==> config.mk <==
export PLATFORM = sky130hd
export DESIGN_NAME = ofdm_subcarrier_mapper
export DESIGN_NICKNAME = d
export VERILOG_FILES = /design/src/rtl/ofdm_subcarrier_mapper_pkg.sv /design/src/rtl/ofdm_pingpong_ram.sv /design/src/rtl/ofdm_subcarrier_mapper.sv
export SDC_FILE = /design/constraint.sdc
export NUM_CORES = 2
export LEC_CHECK = 0
export ABC_AREA = 1
export CAP_MARGIN = 20
export CORE_MARGIN = 3
export CORE_UTILIZATION = 51
export DETAILED_ROUTE_END_ITERATION = 16
export HOLD_SLACK_MARGIN = 0.02
export PLACE_DENSITY = 0.66
export SYNTH_ARGS = -nofsm -noshare
export SYNTH_HDL_FRONTEND = slang
export SYNTH_SLANG_ARGS = --single-unit
==> constraint.sdc <==
create_clock -name clk -period 7.7 [get_ports clk]
set_input_delay 1.155 -clock clk [delete_from_list [all_inputs] [get_ports clk]]
set_output_delay 1.155 -clock clk [all_outputs]
set_load 0.005 [all_outputs]
met1.png
Supply wires on this layer in grey.
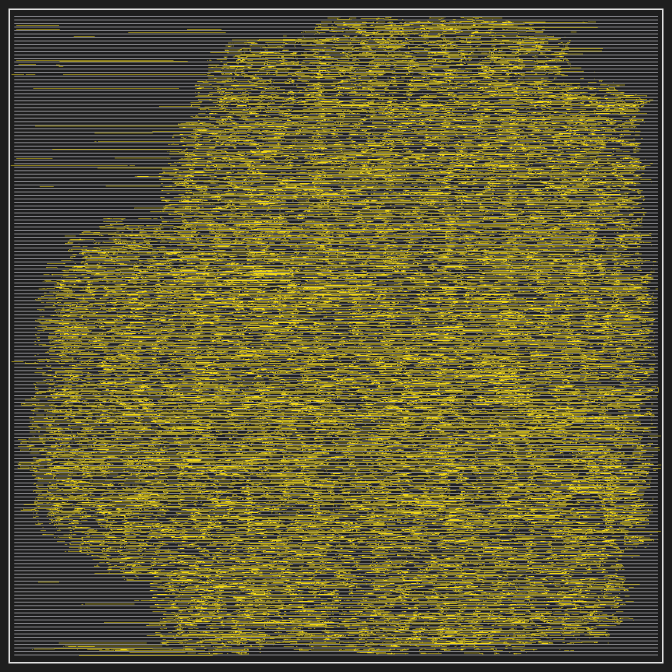
- longest straight run: 158 um
- share of all routed wire: 39%
- wire length on this layer: 155 mm
- nets with wire on the layer: 10233
- main direction: horizontal
Post-Route WL: 400 mm
met1 usage in global routing: 43.3%
vias: 89000

metal_stack.png
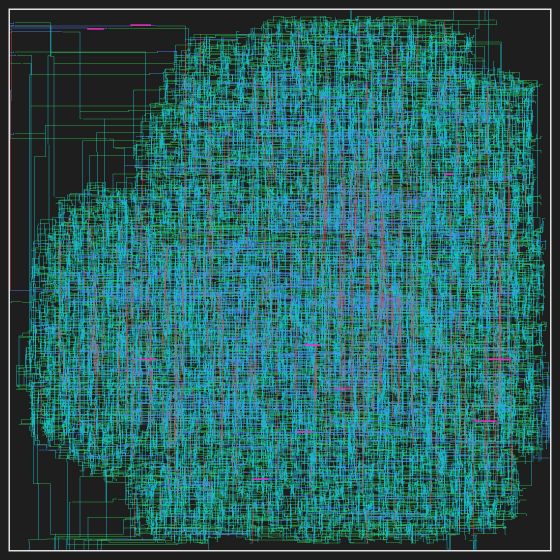
- met2: cyan (wire length 177 mm)
- met1: green (wire length 155 mm)
- met5: magenta (wire length 146 um)
- met4: red (wire length 18000 um)
- met3: blue (wire length 49.5 mm)
GRT Util Overall: 30.7%
WL per Instance: 27.6 um

wire_density.png
The die is cut into 25 by 25 equal tiles; black is low, pale yellow is high, scaled to the fullest tile. Values are wire area over tile area, all layers added.
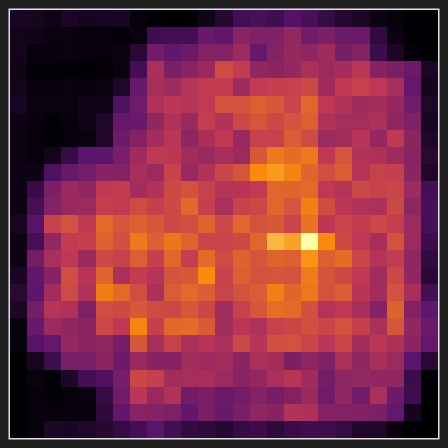
- tiles over half the peak: 32%
- nearly empty tiles: 7.5%
- emptiest ninth of the die: upper left

final_placement.png
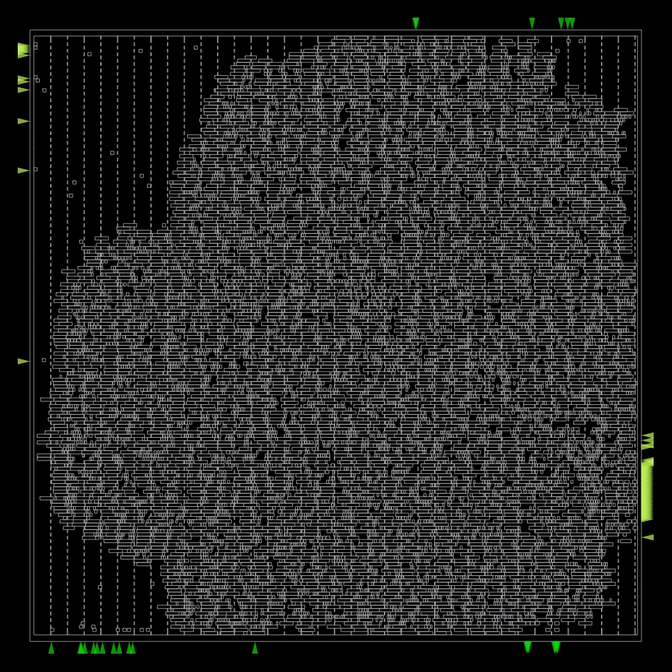
FILL cells: 19800
row count: 182
flop share of the area: 62.7%
core outline area: 247000 sq um
flop count: 2990

==> flow_summary.toml <==
# flow metrics
[logic_synthesis]
ys_warn_count = 0
synth-simple-area-share_pct = 21.2
yosysTopAreaCell = "edfxtp_1"
synth_area_sq_um = 127000
synth_nets = 11100
aoi_share_pct = 2.95
ys_ff = 2990
syn_area_per_cell_sq_um = 11.5
synth-xor-area-share_pct = 0.0275
ys_sh_mux_pct = 0.0157
area_leaders = "edfxtp_1 (68%), nand3_1 (10%), nand2_1 (4.4%), inv_1 (2.8%), nand3b_1 (2.4%)"

[sta]
rsz0062_at_grt = "false"
worstMarginPinSlew_ps = 1180
setup_slack_ps = 1840
maxSlewHeadroom_pct = 21.3
tns_ps = 0
fmax_mhz = 171
whs_ps = 459
skew_ps = 66.6
layout_min_cycle_time_ps = 5860
period_used_pct = 76.1
final-hold-violation-count = 0
drv_slew = 0

[grt]
antenna_found_initial = 36
grt_pass1_wl_mm = 580
gr-total-overflow = 0
grt_max_degree = 213

[setup_path]
crit_chain = "inv_1 -> ha_1 -> nand3_1 -> nand4_1 -> nor2_1 -> nand4_1 -> nand3_1 -> nand2_8 -> nand3_1 -> nand2_1 -> nand2_8 -> nand2_4 -> inv_8 -> buf_4 -> nand3_1 -> nand2_1 -> nand2_1 -> nand3_1 -> nand3_1 -> nand3_1 -> nand2_1 -> nand2_1 -> inv_1"
critPathArrivalTime_ps = 6670
start_kind = "flop"
cp_num_cells = 23
slowest_delay_ps = 530
crit_type = "reg2reg"
crit_buf_inv = 4
path_max_fanout = 56
reg2reg_slack_ps = 1840
cpMaxStageDelayCell = "inv_8"
crit_top_cell = "nand3_1"

[floorplan]
dieHeight_um = 506
ios = 79
dieWidth_um = 506
dieArea_sq_um = 256000
fp_util_pct = 51.5

[clocking]
post_cts_resized = 0
clk_latency_ps = 970
ctsHoldBuffers = 0
clockBufferDepth = 4
cts_tree = "done"
numCtsBuffers = 322

[finish]
syn_to_final_growth_pct = 11.9
stdcell_area_sq_um = 142000
final_nets = 11000
drive_gt1_share_pct = 11.1
lay_top_count = "edfxtp_1"

[status]
status = "finished clean"

[job]
warnings = 70

[place]
routabilityCongestion = 0.907
dp_cells = 13900

[routing]
via_per_inst = 6.13
ant_nets = 0
first_pass_iters = 8

[worst_hold_path]
worst_hold_path.num_cells = 1
==> synthesized netlist by cell type <==
cell type	n
nand2_1	1492
a21o_1	1
nor3_1	15
o21ai_1	182
o21bai_1	2
inv_2	13
ha_1	11
a221oi_1	1
edfxtp_1	2880
nand2_2	4
inv_1	935
or2_2	363
mux2i_1	2
buf_4	52
clkbuf_1	358
nand3_2	2
nand4_1	8
o2111ai_1	138
a21oi_1	62
nor2_1	788
buf_6	10
dfrtp_1	110
a211oi_1	1
a31oi_1	1
buf_1	69
nand3_1	2594
o211ai_1	20
nor2_2	1
buf_2	279
xor2_1	4
o21ai_0	225
nor2_4	1
clkinv_1	1
nand3b_1	401
==> per-layer routing <==
metal  global-route usage [%]  up-vias  routed length (um)
li1                         -    38600                   -
met1                     43.3    44000              155000
met2                     45.9     5569              177000
met3                     7.29      831               49500
met4                     12.5       20               18000
met5                        0        -                 146
==> worst register-to-register path: cells and delay by family, from the launching register on <==
kind,cells,cell delay (ps)
simple gates,18,3900
buf+inv,4,1240
flops,1,370
fa+ha+maj,1,230
==> layout make-up <==
cell class,count,area (sq um)
Sequential cell,2990,89200
Clock buffer,413,8690
Antenna cell,14,35.0
Multi-Input combinational cell,6319,31800
Timing Repair Buffer,375,3710
Tap cell,3312,4140
Fill cell,19800,105000
Clock inverter,141,1220
Inverter,949,3590
